==> config.mk <==
export PLATFORM = sky130hd
export DESIGN_NAME = bulk_ep_mux
export DESIGN_NICKNAME = d
export VERILOG_FILES = /design/src/rtl/bulk_ep_mux.sv
export SDC_FILE = /design/constraint.sdc
export NUM_CORES = 1
export LEC_CHECK = 0
export ABC_AREA = 0
export CAP_MARGIN = 15
export CORE_MARGIN = 10
export CORE_UTILIZATION = 38
export CTS_BUF_LIST = sky130_fd_sc_hd__clkbuf_4
export CTS_CLUSTER_SIZE = 14
export DETAILED_ROUTE_END_ITERATION = 10
export PLACE_DENSITY = 0.92
export SYNTH_ARGS = -nofsm -noshare
export SYNTH_HDL_FRONTEND = slang
export SYNTH_SLANG_ARGS = --single-unit
==> constraint.sdc <==
create_clock -name clk -period 2.5 [get_ports clk]
set_input_delay 0.75 -clock clk [delete_from_list [all_inputs] [get_ports clk]]
set_output_delay 0.75 -clock clk [all_outputs]
set_load 0.02 [all_outputs]
met3.png
(6 px per um)
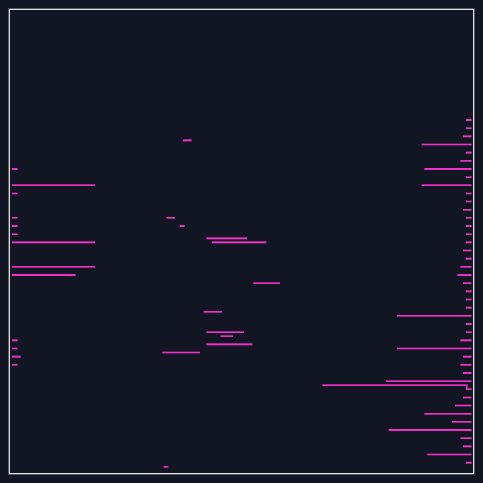
share of all routed wire	6.0%
main direction	horizontal
nets with wire on the layer	66
longest straight run	23.9 um
wire length on this layer	256 um
met3 demand-to-capacity share in global routing: 1.515%
total wire length after detailed routing: 4267 um
count of vias placed by the detailed router: 1434

drive_strength.png
(6 px per um)
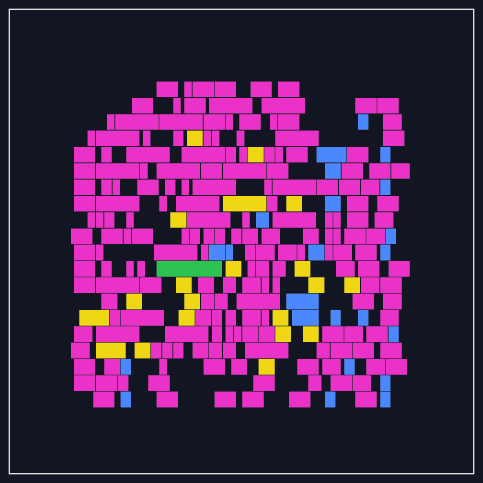
size	color	cells
drive 2	blue	23
drive 6 and up	green	1
drive 3 to 4	yellow	20
drive 1 or less	magenta	188
final worst setup slack: 92.29 ps
Area growth syn-to-layout: 68.25%
Design Area, Final: 0.002088 mm^2
Buffers excl. clock: 88

wire_density.png
(4 px per um) The die is cut into 15 by 15 equal tiles; black is low, pale yellow is high, scaled to the fullest tile. Values are wire area over tile area, all layers added.
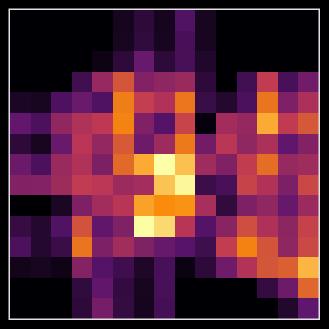
densest ninth of the die	middle
fullest tile	0.41
mean over tiles	0.11
tiles over half the peak	19%
nearly empty tiles	23%
emptiest ninth of the die	top left
Global Route Usage Sum: 13.16%
Routed WL per cell: 15.46 um

final_clocks.png
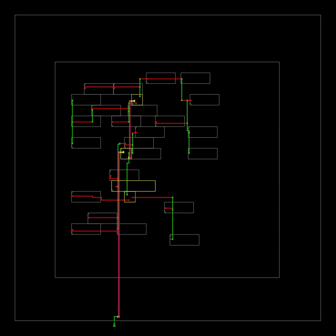
count of sequential standard cells: 24
number of sinks handled by clock tree synthesis: 24
post-route clock skew: 4.411 ps
Clock Buffer Count: 3

==> flow_summary_export.csv <==
group,metric,value,unit
outcome,status,"complete, no violations",
power,p_int,0.6274,mW
layout,logic_area,724.4,um^2
clocking,clkSlewWorstSetupHoldPaths,130,ps
drt,detailedRoute.firstIterationViolations,38,
critical_path,timing.critical_path.max_delay_family,"buffers and inverters",
synth,asyncSetResetFlopFracSynth,0,%
critical_path,worst_r2r_path_depth,6,
layout,final_cell_count_no_fill,276,
drt,met3_length,255,um
power,sw_pwr,0.1642,mW
power,post-layout-total-power,0.7916,mW
global_route,wire_length_of_the_first_global_routing_pass,6658,um
critical_path,worst-setup-path-type,"register to primary output",
synth,multiplexer_share_of_the_synthesized_area,7.560,%
power,power_top_consumer,"registers",
power,clock_net_power,0.277,mW
synth,synth.yosys.chip_area,0.001241,mm^2
critical_path,cp_data_arrival_time,1660,ps
drt,number_of_search_and_repair_iterations_in_the_first_detailed_routing_pass,4,
synth,ys_sh_xor,0,%
power,sequentialPowerShare,48.9,%
hold_path,hold_depth,2,
global_route,grt.overflow.total,0,
clocking,post_cts_hold_buffer_count,0,
placement,placed_area,0.002085,mm^2
critical_path,timing.critical_path.slowest_stage_cell,"clkdlybuf4s50_1",
drt,met2RoutedLength,1974,um
die,die_x,77.15,um
timing,maximum_clock_rate,415.3,MHz
critical_path,crit_buf_inv,2,
timing,period_minus_slack,2408,ps
global_route,initial_antenna_violation_count,0,
synth,netlist.top_cell.by_instances,"dfxtp_1",
die,core,0.003078,mm^2
timing,finalSetupTns,0,ps
synth,post_synth_edffs,0,
Power is estimated from default activity; no workload was simulated.
